### config.mk
export PLATFORM = sky130hd
export DESIGN_NAME = parity_page_reader
export DESIGN_NICKNAME = d
export VERILOG_FILES = /design/src/rtl/parity_page_reader.sv
export SDC_FILE = /design/constraint.sdc
export NUM_CORES = 1
export LEC_CHECK = 0
export CORE_ASPECT_RATIO = 0.5
export CORE_MARGIN = 1
export CORE_UTILIZATION = 60
export DETAILED_ROUTE_END_ITERATION = 10
export DONT_BUFFER_PORTS = 1
export MAX_ROUTING_LAYER = met4
export PLACE_DENSITY_LB_ADDON = 0.1
export SLEW_MARGIN = 30
export SYNTH_ARGS = -nofsm -noshare
export SYNTH_HDL_FRONTEND = slang
export SYNTH_SLANG_ARGS = --single-unit
### constraint.sdc
create_clock -name clk -period 2.29 [get_ports clk]
set_clock_uncertainty 0.2 [all_clocks]
set_input_delay 0.5725 -clock clk [delete_from_list [all_inputs] [get_ports clk]]
set_output_delay 0.5725 -clock clk [all_outputs]
set_load 0.01 [all_outputs]
### src/rtl/parity_page_reader.sv
`default_nettype none
// ============================================================================
// Module   : parity_page_reader
// Purpose  : Read-side sequencer for the column-parity step. Fetches 25-bit
//            pages from the page memory and presents each page together with
//            its predecessor (page 0 is paired with page PAGE_COUNT-1),
//            sweeping all 25 cells (y outer, x inner) with the column indices
//            x_prev/x_cur/x_next and the row index y_cur.
// Ports    : clk, rst (sync, active-high), start
//            mem_rd_en / mem_addr / mem_rd_data : page memory read port
//                                                 (data returns 1 cycle later)
//            cur_page, prev_page                : page registers for datapath
//            x_prev, x_cur, x_next, y_cur       : cell indices (mod 5)
//            cell_valid, page_done              : per-cell qualifiers
//            busy, done                         : pass status
// Config   : PARITY_READER_PREFETCH_EN -- when defined, the next page is read
//            during cells 23/24 so the sweep runs without gaps between pages.
// Revision : 1.0 - initial release
// ============================================================================
module parity_page_reader #(
   parameter int PAGE_COUNT = 64,
   parameter int ADDR_W     = 6
) (
   input  logic              clk,
   input  logic              rst,
   input  logic              start,
   output logic              mem_rd_en,
   output logic [ADDR_W-1:0] mem_addr,
   input  logic [0:24]       mem_rd_data,
   output logic [0:24]       cur_page,
   output logic [0:24]       prev_page,
   output logic [2:0]        x_prev,
   output logic [2:0]        x_cur,
   output logic [2:0]        x_next,
   output logic [2:0]        y_cur,
   output logic              cell_valid,
   output logic              page_done,
   output logic              busy,
   output logic              done
);

   typedef enum logic [2:0] {
      ST_IDLE      = 3'd0,
      ST_PREV_REQ  = 3'd1,
      ST_PREV_WAIT = 3'd2,
      ST_CUR_REQ   = 3'd3,
      ST_CUR_WAIT  = 3'd4,
      ST_SWEEP     = 3'd5,
      ST_DONE      = 3'd6
   } state_t;

   localparam logic [ADDR_W-1:0] LAST_PAGE = ADDR_W'(PAGE_COUNT - 1);

   state_t            state;
   logic [ADDR_W-1:0] page_idx;

   logic last_cell;
   logic last_page;

   assign last_cell = (x_cur == 3'd4) && (y_cur == 3'd4);
   assign last_page = (page_idx == LAST_PAGE);

   // Increment modulo 5; never yields 5..7 for legal inputs.
   function automatic logic [2:0] inc5(input logic [2:0] v);
      return (v == 3'd4) ? 3'd0 : v + 3'd1;
   endfunction

   always_ff @(posedge clk) begin
      if (rst) begin
         state      <= ST_IDLE;
         page_idx   <= '0;
         mem_rd_en  <= 1'b0;
         mem_addr   <= '0;
         cur_page   <= '0;
         prev_page  <= '0;
         x_prev     <= 3'd4;
         x_cur      <= 3'd0;
         x_next     <= 3'd1;
         y_cur      <= 3'd0;
         cell_valid <= 1'b0;
         page_done  <= 1'b0;
         busy       <= 1'b0;
         done       <= 1'b0;
      end else begin
         // Strobes are single-cycle unless a state re-asserts them.
         mem_rd_en <= 1'b0;
         done      <= 1'b0;

         case (state)
            ST_IDLE: begin
               if (start) begin
                  state     <= ST_PREV_REQ;
                  busy      <= 1'b1;
                  page_idx  <= '0;
                  mem_rd_en <= 1'b1;
                  mem_addr  <= LAST_PAGE;
               end
            end

            ST_PREV_REQ: begin
               state <= ST_PREV_WAIT;
            end

            ST_PREV_WAIT: begin
               prev_page <= mem_rd_data;
               state     <= ST_CUR_REQ;
               mem_rd_en <= 1'b1;
               mem_addr  <= page_idx;
            end

            ST_CUR_REQ: begin
               state <= ST_CUR_WAIT;
            end

            ST_CUR_WAIT: begin
               cur_page   <= mem_rd_data;
               state      <= ST_SWEEP;
               cell_valid <= 1'b1;
               x_prev     <= 3'd4;
               x_cur      <= 3'd0;
               x_next     <= 3'd1;
               y_cur      <= 3'd0;
               page_done  <= 1'b0;
            end

            ST_SWEEP: begin
               if (last_cell) begin
                  // Page boundary: current page becomes the predecessor.
                  prev_page <= cur_page;
                  page_idx  <= page_idx + 1'b1;
                  x_prev    <= 3'd4;
                  x_cur     <= 3'd0;
                  x_next    <= 3'd1;
                  y_cur     <= 3'd0;
                  page_done <= 1'b0;
                  if (last_page) begin
                     state      <= ST_DONE;
                     cell_valid <= 1'b0;
                     done       <= 1'b1;
                  end else begin
`ifdef PARITY_READER_PREFETCH_EN
                     // The prefetched page returns during cell 24; its
                     // staging edge is the page boundary itself, so it is
                     // loaded straight into cur_page and the sweep continues.
                     cur_page <= mem_rd_data;
`else
                     state      <= ST_CUR_REQ;
                     cell_valid <= 1'b0;
                     mem_rd_en  <= 1'b1;
                     mem_addr   <= page_idx + 1'b1;
`endif
                  end
               end else begin
                  if (x_cur == 3'd4) begin
                     x_prev <= 3'd4;
                     x_cur  <= 3'd0;
                     x_next <= 3'd1;
                     y_cur  <= inc5(y_cur);
                  end else begin
                     x_prev <= x_cur;
                     x_cur  <= inc5(x_cur);
                     x_next <= inc5(inc5(x_cur));
                  end
                  // Next cell is (4,4) when the current one is (3,4).
                  page_done <= (x_cur == 3'd3) && (y_cur == 3'd4);
`ifdef PARITY_READER_PREFETCH_EN
                  // Registered strobe: set on cell 22 so it is high in cell 23.
                  if ((x_cur == 3'd2) && (y_cur == 3'd4) && !last_page) begin
                     mem_rd_en <= 1'b1;
                     mem_addr  <= page_idx + 1'b1;
                  end
`endif
               end
            end

            ST_DONE: begin
               state <= ST_IDLE;
               busy  <= 1'b0;
            end

            default: begin
               state <= ST_IDLE;
               busy  <= 1'b0;
            end
         endcase
      end
   end

endmodule
`default_nettype wire

==> images/ff_map.png <==
(6 px per µm) Other sequential cells in the stronger gray, the rest of the logic in the fainter gray.
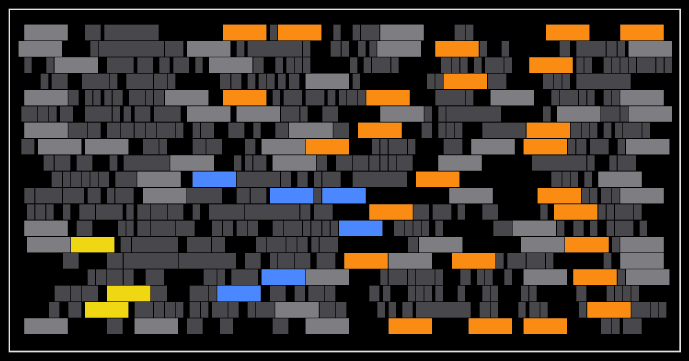
signal	color	sequential cells
page_idx	blue	6
state	yellow	3
cur_page	orange	25

==> images/congestion_map.png <==
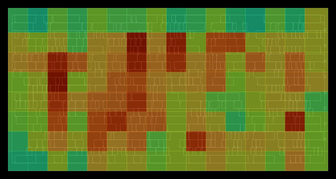
global-route usage over all layers: 0.287
most used routing layer: met2
met2 GRT Util: 0.483
met1 Resource Use GR: 0.310

==> out/qor.yml <==
final_layout:
  layout.cells.largest_class: "logic gates"
  most-common-layout-cells: "sky130_fd_sc_hd__nand2_1, sky130_fd_sc_hd__dfxtp_1, sky130_fd_sc_hd__a21oi_1"
  flop-count: 82
  nonClkBufAreaFrac: 0.0472
  nNetsFinal: 478
  nMultiInputCombCells: 320
  layout.area.seq_um2: 1640
  signal_buffers: 22
  seq-cell-share: 0.407
  stdcell_area_um2: 4030
  clockBufferCount: 12
  drive_above_1_share: 0.110
outcome:
  outcome: "complete, but fails checks"
  violations: "design-rule violations"
clock_tree:
  clk_pin_slew_ns: 0.06
  buffer_cell_driving_the_clock_tree_root: "sky130_fd_sc_hd__clkbuf_16"
  cts_hold_buffers: 0
  cts-root-to-sink-buffers: 2
  post_cts_resized: 1
  insertion_delay_ns: 0.33
  tritoncts: "yes"
logic_synthesis:
  mappedNetlistArea_um2: 3600
  postSynthCellCount: 445
  synth-seq-area-share: 0.456
  ys_async_sr_fraction: 0
  synth_cell_type_count: 48
  ys_cells: 445
  enable_flop_cells: 0
  yosysWarnings: 0
  netlist_logic_family_top: "simple AND/OR/NAND/NOR gates"
  mappedNetlistNets: 481
  synth_xor_xnor_area_share: 0.00730
sta:
  worst_pin_slew_ns: 0.518
  fin_tns_setup_ns: 0
  timing.fmax_mhz: 467
  count_of_endpoints_failing_setup_in_the_final_report: 0
  rsz0062_at_grt: "no"
  layout_setup_ws_ns: 0.148
  max_slew_margin: 0.651
  min_period_over_period: 0.935
worst_setup_path:
  r2r_cells: 7
  worst_setup_path_start_kind: "flip-flop"
  timing.critical_path.buf_inv: 3
  timing.rr.start: "state[0]"
  worstSetupStartpoint: "state[0]"
  timing.reg2reg.setup_slack_ns: 0.15
  critical_path_arrival_ns: 2.16
  slowest_delay_ns: 0.43
  worstPathCellList: "buf_4 -> nand3b_2 -> buf_4 -> a311oi_4 -> buf_4 -> nor3_1 -> a211oi_1"
  category_of_the_most_critical_setup_path: "flip-flop to flip-flop"
drt:
  drtIter0Drc: 343
  wire_per_inst_um: 16.3
  avgViaCountPerCell: 6.04
  tally_of_nets_with_antenna_violations_remaining_after_routing: 0
  routed_wire_length_mm: 8.50
  drt_pass1_iterations: 8
  drt_drc_violations_left: 8
  count_of_vias_placed_by_the_detailed_router: 3143
floorplanning:
  floorplan.core_util: 0.639
  nWellTaps: 73
global_route:
  grt_start_max_net_pins: 84
  overflow: 0
  antenna_found_initial: 0
  number_of_global_route_vias_before_repair: 2985
power_and_ir_drop:
  cellInternalPower_w: 0.00252
  power_frac_comb: 0.076
  power_per_cell_area_nw_per_um2: 821
  largestPowerGroup: "registers"
  pwr.group.sequential_w: 0.00160
  total_switching_power_w: 0.000787
  seq_power_share: 0.483
placement:
  port-buffer-count: 0
  cell_count_after_placement: 502
  postPlaceCellArea_um2: 3680
worst_hold_path:
  hold_depth: 1
  min_path_type: "primary input to flip-flop"
==> images/closeup.png <==
Window x 74 to 94, y 4 to 24 µm. Cells in gray, sequential cells in the stronger gray; small squares are vias.
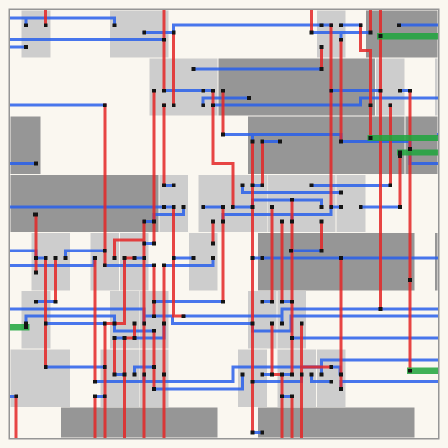
layer	color
M3	green
M1	blue
M2	red
most frequent	nand2_1 (12), dfxtp_1 (6), nor2_1 (4)
sequential cells in the window	6
cells with their middle in the window	29
netlist names of flops here include	cur_page (3), prev_page (3)

per-layer routing:
| layer | vias up | GRT usage | share of wire |
|---|---|---|---|
| met5 | - | - | 0 |
| met4 | 0 | 0.104 | 0.011 |
| met3 | 11 | 0.114 | 0.094 |
| met2 | 118 | 0.483 | 0.49 |
| met1 | 1475 | 0.310 | 0.41 |
| li1 | 1539 | - | - |
cells in the mapped netlist (2+ instances only):
library cell                count  area (µm²)
sky130_fd_sc_hd__buf_6          3        33.8
sky130_fd_sc_hd__ha_1           8         100
sky130_fd_sc_hd__nand3_1        5        25.0
sky130_fd_sc_hd__nor4_1         2        12.5
sky130_fd_sc_hd__nand4_1        3        18.8
sky130_fd_sc_hd__a311oi_1      27         236
sky130_fd_sc_hd__dfxtp_1       82        1640
sky130_fd_sc_hd__nand3b_1       2        15.0
sky130_fd_sc_hd__a22oi_1        3        22.5
sky130_fd_sc_hd__o31ai_1        2        15.0
sky130_fd_sc_hd__a2bb2oi_1      2        17.5
sky130_fd_sc_hd__a21oi_1       48         240
sky130_fd_sc_hd__o21bai_1       2        15.0
sky130_fd_sc_hd__inv_1          7        26.3
sky130_fd_sc_hd__a211oi_1       5        37.5
sky130_fd_sc_hd__o21ai_0        6        30.0
sky130_fd_sc_hd__xnor2_1        2        17.5
sky130_fd_sc_hd__o22ai_1        2        12.5
sky130_fd_sc_hd__buf_2         14        70.1
sky130_fd_sc_hd__o21a_1         2        15.0
sky130_fd_sc_hd__nor2_1        45         169
sky130_fd_sc_hd__clkbuf_1      19        71.3
sky130_fd_sc_hd__nand4b_1       2        17.5
sky130_fd_sc_hd__nor3_1         6        30.0
sky130_fd_sc_hd__or3_1          2        12.5
sky130_fd_sc_hd__nand2b_1       5        31.3
sky130_fd_sc_hd__nand2_1      118         443
